pins.png
Pins as bars across the die edge, other pins in grey.
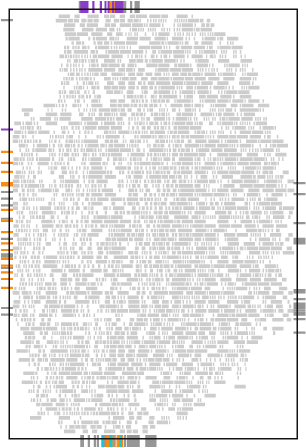
final_placement.png
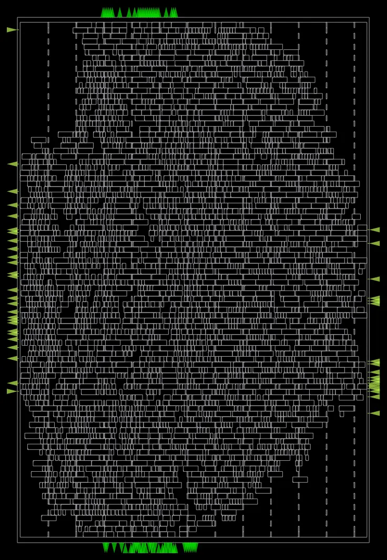
--- src/rtl/gain_stage_db_if.sv ---
// Bus bundle for gain_stage_db: audio sample path, BCD gain load strobe, status flags and FSM debug taps.
// gain_load is a one-cycle strobe; the block takes it only in IDLE or RAMP (busy=0) and drops it otherwise.
interface gain_stage_db_if;
  logic signed [15:0] inWave;
  logic               gain_load;
  logic               neg;
  logic [3:0]         num2;
  logic [3:0]         num1;
  logic [3:0]         num0;
  logic signed [15:0] outWave;
  logic               busy;
  logic               ramping;
  logic               bcd_err;
  logic               clip;
  logic [2:0]         dbg_state;
  logic [23:0]        dbg_cur_gain;
  logic [23:0]        dbg_tgt_gain;

  modport master (
    output inWave, gain_load, neg, num2, num1, num0,
    input  outWave, busy, ramping, bcd_err, clip, dbg_state, dbg_cur_gain, dbg_tgt_gain
  );

  modport slave (
    input  inWave, gain_load, neg, num2, num1, num0,
    output outWave, busy, ramping, bcd_err, clip, dbg_state, dbg_cur_gain, dbg_tgt_gain
  );
endinterface

--- src/rtl/gain_stage_db.sv ---
// Gain stage in tenths of dB: BCD setting -> clamped Q5.19 linear gain -> round/saturate multiply.
// Optional macro GAIN_RAMP_EN: glide cur_gain toward the target instead of jumping in one clock.
module gain_stage_db #(
  parameter int RAMP_SHIFT = 6
) (
  input  logic            clk_48,
  input  logic            reset_n,
  gain_stage_db_if.slave  bus
);

  typedef enum logic [2:0] {
    S_IDLE   = 3'd0,
    S_BCD    = 3'd1,
    S_CLAMP  = 3'd2,
    S_DIVMOD = 3'd3,
    S_LOOKUP = 3'd4,
    S_RAMP   = 3'd5
  } state_t;

  localparam logic [23:0] UNITY = 24'd524288;

  state_t             state_q;
  logic               neg_q;
  logic [3:0]         n2_q, n1_q, n0_q;
  logic signed [11:0] t_q;
  logic [9:0]         u_q;
  logic [3:0]         q_q;
  logic [23:0]        cur_q, tgt_q;
  logic               busy_q, ramping_q, bcd_err_q;

  logic signed [40:0] p_q;
  logic signed [15:0] out_q;
  logic               clip_q;

  // T[k] = round(16384 * 10^(k/200)): one 0.1 dB step inside a 6 dB octave.
  function automatic logic [14:0] rom_lookup(input logic [5:0] idx);
    case (idx)
      6'd0:  return 15'd16384;  6'd1:  return 15'd16574;  6'd2:  return 15'd16766;
      6'd3:  return 15'd16960;  6'd4:  return 15'd17156;  6'd5:  return 15'd17355;
      6'd6:  return 15'd17556;  6'd7:  return 15'd17759;  6'd8:  return 15'd17965;
      6'd9:  return 15'd18173;  6'd10: return 15'd18383;  6'd11: return 15'd18596;
      6'd12: return 15'd18811;  6'd13: return 15'd19029;  6'd14: return 15'd19250;
      6'd15: return 15'd19472;  6'd16: return 15'd19698;  6'd17: return 15'd19926;
      6'd18: return 15'd20157;  6'd19: return 15'd20390;  6'd20: return 15'd20626;
      6'd21: return 15'd20865;  6'd22: return 15'd21107;  6'd23: return 15'd21351;
      6'd24: return 15'd21598;  6'd25: return 15'd21848;  6'd26: return 15'd22101;
      6'd27: return 15'd22357;  6'd28: return 15'd22616;  6'd29: return 15'd22878;
      6'd30: return 15'd23143;  6'd31: return 15'd23411;  6'd32: return 15'd23682;
      6'd33: return 15'd23956;  6'd34: return 15'd24234;  6'd35: return 15'd24514;
      6'd36: return 15'd24798;  6'd37: return 15'd25085;  6'd38: return 15'd25376;
      6'd39: return 15'd25670;  6'd40: return 15'd25967;  6'd41: return 15'd26268;
      6'd42: return 15'd26572;  6'd43: return 15'd26879;  6'd44: return 15'd27191;
      6'd45: return 15'd27506;  6'd46: return 15'd27824;  6'd47: return 15'd28146;
      6'd48: return 15'd28472;  6'd49: return 15'd28802;  6'd50: return 15'd29135;
      6'd51: return 15'd29473;  6'd52: return 15'd29814;  6'd53: return 15'd30159;
      6'd54: return 15'd30508;  6'd55: return 15'd30862;  6'd56: return 15'd31219;
      6'd57: return 15'd31581;  6'd58: return 15'd31946;  6'd59: return 15'd32316;
      default: return 15'd0;
    endcase
  endfunction

  logic               bcd_bad;
  logic [11:0]        mag;
  logic signed [11:0] t_cl;
  logic [9:0]         u_start;
  logic signed [4:0]  s_val;
  logic [23:0]        lut_ext;
  logic [23:0]        gain_lut;

  always_comb begin
    bcd_bad = (n2_q > 4'd9) || (n1_q > 4'd9) || (n0_q > 4'd9);
    mag     = 12'(n2_q) * 12'd100 + 12'(n1_q) * 12'd10 + 12'(n0_q);
    t_cl    = t_q;
    if (t_q < -12'sd600)     t_cl = -12'sd600;
    else if (t_q > 12'sd240) t_cl = 12'sd240;
    u_start = 10'(t_cl + 12'sd600);
    // Octave index q runs 0..14 around 0 dB at q=10; T[] itself sits at 2^14, hence the -5 bias.
    s_val   = $signed({1'b0, q_q}) - 5'sd5;
    lut_ext = 24'(rom_lookup(u_q[5:0]));
    if (s_val[4]) gain_lut = lut_ext >> 4'(-s_val);
    else          gain_lut = lut_ext << s_val[3:0];
  end

`ifdef GAIN_RAMP_EN
  logic signed [24:0] diff;
  logic signed [24:0] step;

  always_comb begin
    diff = $signed({1'b0, tgt_q}) - $signed({1'b0, cur_q});
    step = diff >>> RAMP_SHIFT;
    if (step == 25'sd0) step = diff[24] ? -25'sd1 : 25'sd1;
  end
`endif

  always_ff @(posedge clk_48) begin
    if (!reset_n) begin
      state_q   <= S_IDLE;
      neg_q     <= 1'b0;
      n2_q      <= 4'd0;
      n1_q      <= 4'd0;
      n0_q      <= 4'd0;
      t_q       <= 12'sd0;
      u_q       <= 10'd0;
      q_q       <= 4'd0;
      cur_q     <= UNITY;
      tgt_q     <= UNITY;
      busy_q    <= 1'b0;
      ramping_q <= 1'b0;
      bcd_err_q <= 1'b0;
    end else begin
      case (state_q)
        S_IDLE: begin
          if (bus.gain_load) begin
            neg_q     <= bus.neg;
            n2_q      <= bus.num2;
            n1_q      <= bus.num1;
            n0_q      <= bus.num0;
            bcd_err_q <= 1'b0;
            busy_q    <= 1'b1;
            state_q   <= S_BCD;
          end
        end
        S_BCD: begin
          if (bcd_bad) begin
            bcd_err_q <= 1'b1;
            busy_q    <= 1'b0;
            ramping_q <= 1'b1;
            state_q   <= S_RAMP;
          end else begin
            t_q     <= neg_q ? -$signed(mag) : $signed(mag);
            state_q <= S_CLAMP;
          end
        end
        S_CLAMP: begin
          u_q     <= u_start;
          q_q     <= 4'd0;
          state_q <= S_DIVMOD;
        end
        S_DIVMOD: begin
          if (u_q >= 10'd60) begin
            u_q <= u_q - 10'd60;
            q_q <= q_q + 4'd1;
          end else begin
            state_q <= S_LOOKUP;
          end
        end
        S_LOOKUP: begin
          tgt_q     <= gain_lut;
          busy_q    <= 1'b0;
          ramping_q <= 1'b1;
          state_q   <= S_RAMP;
        end
        S_RAMP: begin
          if (bus.gain_load) begin
            neg_q     <= bus.neg;
            n2_q      <= bus.num2;
            n1_q      <= bus.num1;
            n0_q      <= bus.num0;
            bcd_err_q <= 1'b0;
            busy_q    <= 1'b1;
            ramping_q <= 1'b0;
            state_q   <= S_BCD;
          end else if (cur_q == tgt_q) begin
            ramping_q <= 1'b0;
            state_q   <= S_IDLE;
          end else begin
`ifdef GAIN_RAMP_EN
            cur_q     <= 24'($signed({1'b0, cur_q}) + step);
`else
            cur_q     <= tgt_q;
            ramping_q <= 1'b0;
            state_q   <= S_IDLE;
`endif
          end
        end
        default: begin
          busy_q    <= 1'b0;
          ramping_q <= 1'b0;
          state_q   <= S_IDLE;
        end
      endcase
    end
  end

  logic signed [40:0] a_ext, g_ext, p_rnd;
  logic signed [21:0] y;
  logic signed [15:0] sat;
  logic               clip_d;

  always_comb begin
    a_ext  = 41'(bus.inWave);
    g_ext  = $signed({17'd0, cur_q});
    p_rnd  = p_q + 41'sd262144;
    y      = 22'(p_rnd >>> 19);
    sat    = y[15:0];
    clip_d = 1'b0;
    if (y > 22'sd32767) begin
      sat    = 16'sh7fff;
      clip_d = 1'b1;
    end else if (y < -22'sd32768) begin
      sat    = 16'sh8000;
      clip_d = 1'b1;
    end
  end

  // Two-stage sample pipe: product register, then rounded/saturated output register.
  always_ff @(posedge clk_48) begin
    if (!reset_n) begin
      p_q    <= 41'sd0;
      out_q  <= 16'sd0;
      clip_q <= 1'b0;
    end else begin
      p_q    <= a_ext * g_ext;
      out_q  <= sat;
      clip_q <= clip_d;
    end
  end

  assign bus.outWave      = out_q;
  assign bus.clip         = clip_q;
  assign bus.busy         = busy_q;
  assign bus.ramping      = ramping_q;
  assign bus.bcd_err      = bcd_err_q;
  assign bus.dbg_state    = state_q;
  assign bus.dbg_cur_gain = cur_q;
  assign bus.dbg_tgt_gain = tgt_q;

endmodule

--- src/flat_wrapper.sv ---
// flat-port wrapper written by rule: the top's interface ports become plain ports
module gain_stage_db_flat 
#(
  parameter int RAMP_SHIFT = 6
)
  (clk_48, reset_n, bus_inWave, bus_gain_load, bus_neg, bus_num2, bus_num1, bus_num0, bus_outWave, bus_busy, bus_ramping, bus_bcd_err, bus_clip, bus_dbg_state, bus_dbg_cur_gain, bus_dbg_tgt_gain);
  gain_stage_db_if bus_i ();
  input  logic clk_48;
  input  logic reset_n;
  input wire logic [$bits(bus_i.inWave)-1:0] bus_inWave;
  input wire logic [$bits(bus_i.gain_load)-1:0] bus_gain_load;
  input wire logic [$bits(bus_i.neg)-1:0] bus_neg;
  input wire logic [$bits(bus_i.num2)-1:0] bus_num2;
  input wire logic [$bits(bus_i.num1)-1:0] bus_num1;
  input wire logic [$bits(bus_i.num0)-1:0] bus_num0;
  output wire logic [$bits(bus_i.outWave)-1:0] bus_outWave;
  output wire logic [$bits(bus_i.busy)-1:0] bus_busy;
  output wire logic [$bits(bus_i.ramping)-1:0] bus_ramping;
  output wire logic [$bits(bus_i.bcd_err)-1:0] bus_bcd_err;
  output wire logic [$bits(bus_i.clip)-1:0] bus_clip;
  output wire logic [$bits(bus_i.dbg_state)-1:0] bus_dbg_state;
  output wire logic [$bits(bus_i.dbg_cur_gain)-1:0] bus_dbg_cur_gain;
  output wire logic [$bits(bus_i.dbg_tgt_gain)-1:0] bus_dbg_tgt_gain;
  assign bus_i.inWave = bus_inWave;
  assign bus_i.gain_load = bus_gain_load;
  assign bus_i.neg = bus_neg;
  assign bus_i.num2 = bus_num2;
  assign bus_i.num1 = bus_num1;
  assign bus_i.num0 = bus_num0;
  assign bus_outWave = bus_i.outWave;
  assign bus_busy = bus_i.busy;
  assign bus_ramping = bus_i.ramping;
  assign bus_bcd_err = bus_i.bcd_err;
  assign bus_clip = bus_i.clip;
  assign bus_dbg_state = bus_i.dbg_state;
  assign bus_dbg_cur_gain = bus_i.dbg_cur_gain;
  assign bus_dbg_tgt_gain = bus_i.dbg_tgt_gain;
  gain_stage_db #(.RAMP_SHIFT(RAMP_SHIFT)) u_core (.clk_48(clk_48), .reset_n(reset_n), .bus(bus_i));
endmodule
--- config.mk ---
export PLATFORM = sky130hd
export DESIGN_NAME = gain_stage_db_flat
export DESIGN_NICKNAME = d
export VERILOG_FILES = /design/src/rtl/gain_stage_db_if.sv /design/src/rtl/gain_stage_db.sv /design/src/flat_wrapper.sv
export SDC_FILE = /design/constraint.sdc
export NUM_CORES = 1
export LEC_CHECK = 0
export ABC_AREA = 1
export CORE_ASPECT_RATIO = 1.5
export CORE_MARGIN = 1
export CORE_UTILIZATION = 52
export DETAILED_ROUTE_END_ITERATION = 10
export GPL_ROUTABILITY_DRIVEN = 0
export PLACE_DENSITY = 0.74
export SLEW_MARGIN = 0
export SYNTH_ARGS = -nofsm -noshare
export SYNTH_HDL_FRONTEND = slang
export SYNTH_SLANG_ARGS = --single-unit
--- constraint.sdc ---
create_clock -name clk_48 -period 6.1 [get_ports clk_48]
set_input_delay 0.915 -clock clk_48 [delete_from_list [all_inputs] [get_ports clk_48]]
set_output_delay 0.915 -clock clk_48 [all_outputs]
set_load 0.05 [all_outputs]
==> run summary <==
yosys + openroad results -> status completed, number of enable flip-flop cells 0, post-CTS setup buffer count 13, number of sequential cells 148, yosys xor share 2.19%, Max Clk Rate 167 MHz, biggest area consumer among synthesized cells fa_1, WP depth 22, Commonest flop dfxtp_1, Slew headroom 41.1%, most frequent CP cell fa_1, initial antenna violation count 1, non-clock inverter count 741, metal2 WL 36.4 mm, Leak 14.8 nW, Slew Limit Fails 0, DR WL/cell 17.1 um, yosys cell count 3348, CP arrival 6.32 ns, final hold vios 0, initial drt markers 1512, crit path to u_core.p_q[29], layout cells sized above 1 12.2%, CP cell instances dlygate4sd2_1 > buf_12 > buf_4 > nand2_1 > inv_1 > fa_1 > inv_1 > fa_1 > fa_2 > inv_1 > fa_1 > fa_1 > fa_1 > ha_4 > a21o_1 > a31o_4 > a21oi_4 > nand3_4 > nand3_2 > nand2_2 > nor2_1 > nor3b_4, Die Ht 261 um, total vias in the final route 22200, clock latency on the worst-skew pair 0.45 ns, Ys Warns 0, vias in the first global route 22500, Top cell area share 26.7%, Clock buffer cells 18, clock buffer count from CTS 17, kind of critical path in2reg, CTS Sinks 148, combinational fraction of the cell area 63.9%, Multiplexer share 0.215%, Syn Area/Cell 6.94 um2, WL met1 24.9 mm, adder-cell share of the synthesized area 36.7%, Buffers, non-clock 311, Data buffer area share 10.5%, Routed Antenna Nets 0, clk root buf clkbuf_16, cell family with most CP delay adder cells, Tot GR Track Use 31.4%, CTS tree yes, total power 9.61 mW, Nets 4065, met1 usage 33.2%, n_taps 576, most frequent cells in the layout 838 x nand2_1, 712 x inv_1, 297 x fa_1, 200 x nor2_1, 176 x o21ai_0, first-pass GRT wire length 112 mm, CTS H-Tree Depth 4, AND/OR/NAND/NOR Cells, Area Fraction 23.8%, clk buf depth 2, Post-Syn Area 0.0232 mm2, worst reg2reg setup slack 0.27 ns, Fin Setup TNS 0 ns, Netlist cell types 53, Die ar. 0.0455 mm2, Hold Path Depth 2, R2R Path Start u_core.bus.dbg_cur_gain[17], final setup fails 0, Critical-path top delay cell fa_1, Hold Path Origin u_core.bus.busy, HPWL Detailed 55.4 mm, Worst Path Max Fanout 14, Critical Path End Type flop, global route overflow 0, Mapped Cells 3348, setup clock skew after layout 0.00923 ns, clock network area share 2.18%, Worst VDD drop 0.305 mV, ao+oa area frac 9.78%, YS chip area 0.0232 mm2, # diodes 0, cycle use final 98.4%, M2 GR Usage 58.6%, register area 0.00297 mm2, post-synthesis sequential area ratio 12.8%, post-route DRC violation count 0, Area Overhead vs Synth 19.2%, die span in x 175 um, async set-reset flop share out of synthesis 0%, Seq/total area 10.7%, reg2reg end u_core.p_q[22], Top cell excl fill/tap nand2_1, Top logic family adder cells, Slew @ Worst Pin 0.882 ns, Hold Path Sink u_core.bus.busy, pin count of the biggest net entering global routing 67, worst hold path type reg2reg
## Picture notes: pins.png
Key: cyan = `bus_num0` [pins 4, direction input, edge bottom]; purple = `bus_outWave` [pins 16, direction output, edge 15 top, 1 left]; orange = `bus_dbg_tgt_gain` [pins 24, direction output, edge 15 left, 6 bottom, 3 top]
All pins by edge: 34 bottom, 27 left, 25 top, 17 right.

## Picture notes: final_placement.png
CORE AREA: 0.0440 mm2
Core Rows: 94
Fill cells: 3798
Final Util: 62.9%

-- metrics by stage --
step | utilization, % | hold WS (ns) | area, um2 | worst slack [ns] | cells
finish | 62.9 | 0.483 | 27700 | 0.0983 | 4126
global route | 62.9 | 0.519 | 27700 | -0.0980 | 4126
CTS | 61.4 | 0.486 | 27000 | 0.000205 | 4109
detailed placement | 58.9 | 0.476 | 25900 | -0.792 | 4063
global placement | 58.9 | 0.468 | 25900 | -0.770 | 4063
floorplan | - | 0.470 | 23200 | 0.0678 | 3348
-- Yosys cell counts (4+ instances only) --
library cell,number
nand2_1,864
inv_1,730
fa_1,310
nor2_1,228
o21ai_0,192
ha_1,186
nand3_1,157
dfxtp_1,148
a21oi_1,135
clkbuf_1,107
xnor2_1,29
xor2_1,29
nor3_1,26
nand4_1,22
a31oi_1,18
o211ai_1,15
buf_1,13
buf_2,13
o21bai_1,13
a21o_1,10
a21boi_0,9
or2_2,9
inv_2,7
nand2_2,6
nand3b_1,6
nor4_1,6
mux2i_1,5
buf_4,4
buf_6,4
o21a_1,4
-- power breakdown --
part / internal, mW / switching (mW)
clock: 0.625 / 0.477
combinational: 2.62 / 4.34
sequential: 1.23 / 0.316
total: 4.48 / 5.13
-- sequential cells by signal (all words and copies together) (netlist names) --
register                 flops
u_core.bus.dbg_state         3
u_core.bus.clip              1
u_core.bus.dbg_tgt_gain     24
u_core.bus.busy              1
u_core.t_q                  12
u_core.q_q                   4
u_core.bus.dbg_cur_gain     24
u_core.n2_q                  4
u_core.neg_q                 1
u_core.bus.bcd_err           1
u_core.p_q                  23
u_core.n0_q                  4
u_core.bus.ramping           1
u_core.n1_q                  4
u_core.bus.outWave          16
u_core.lut_ext              15
u_core.u_q                  10
Power is estimated from default activity; no workload was simulated.
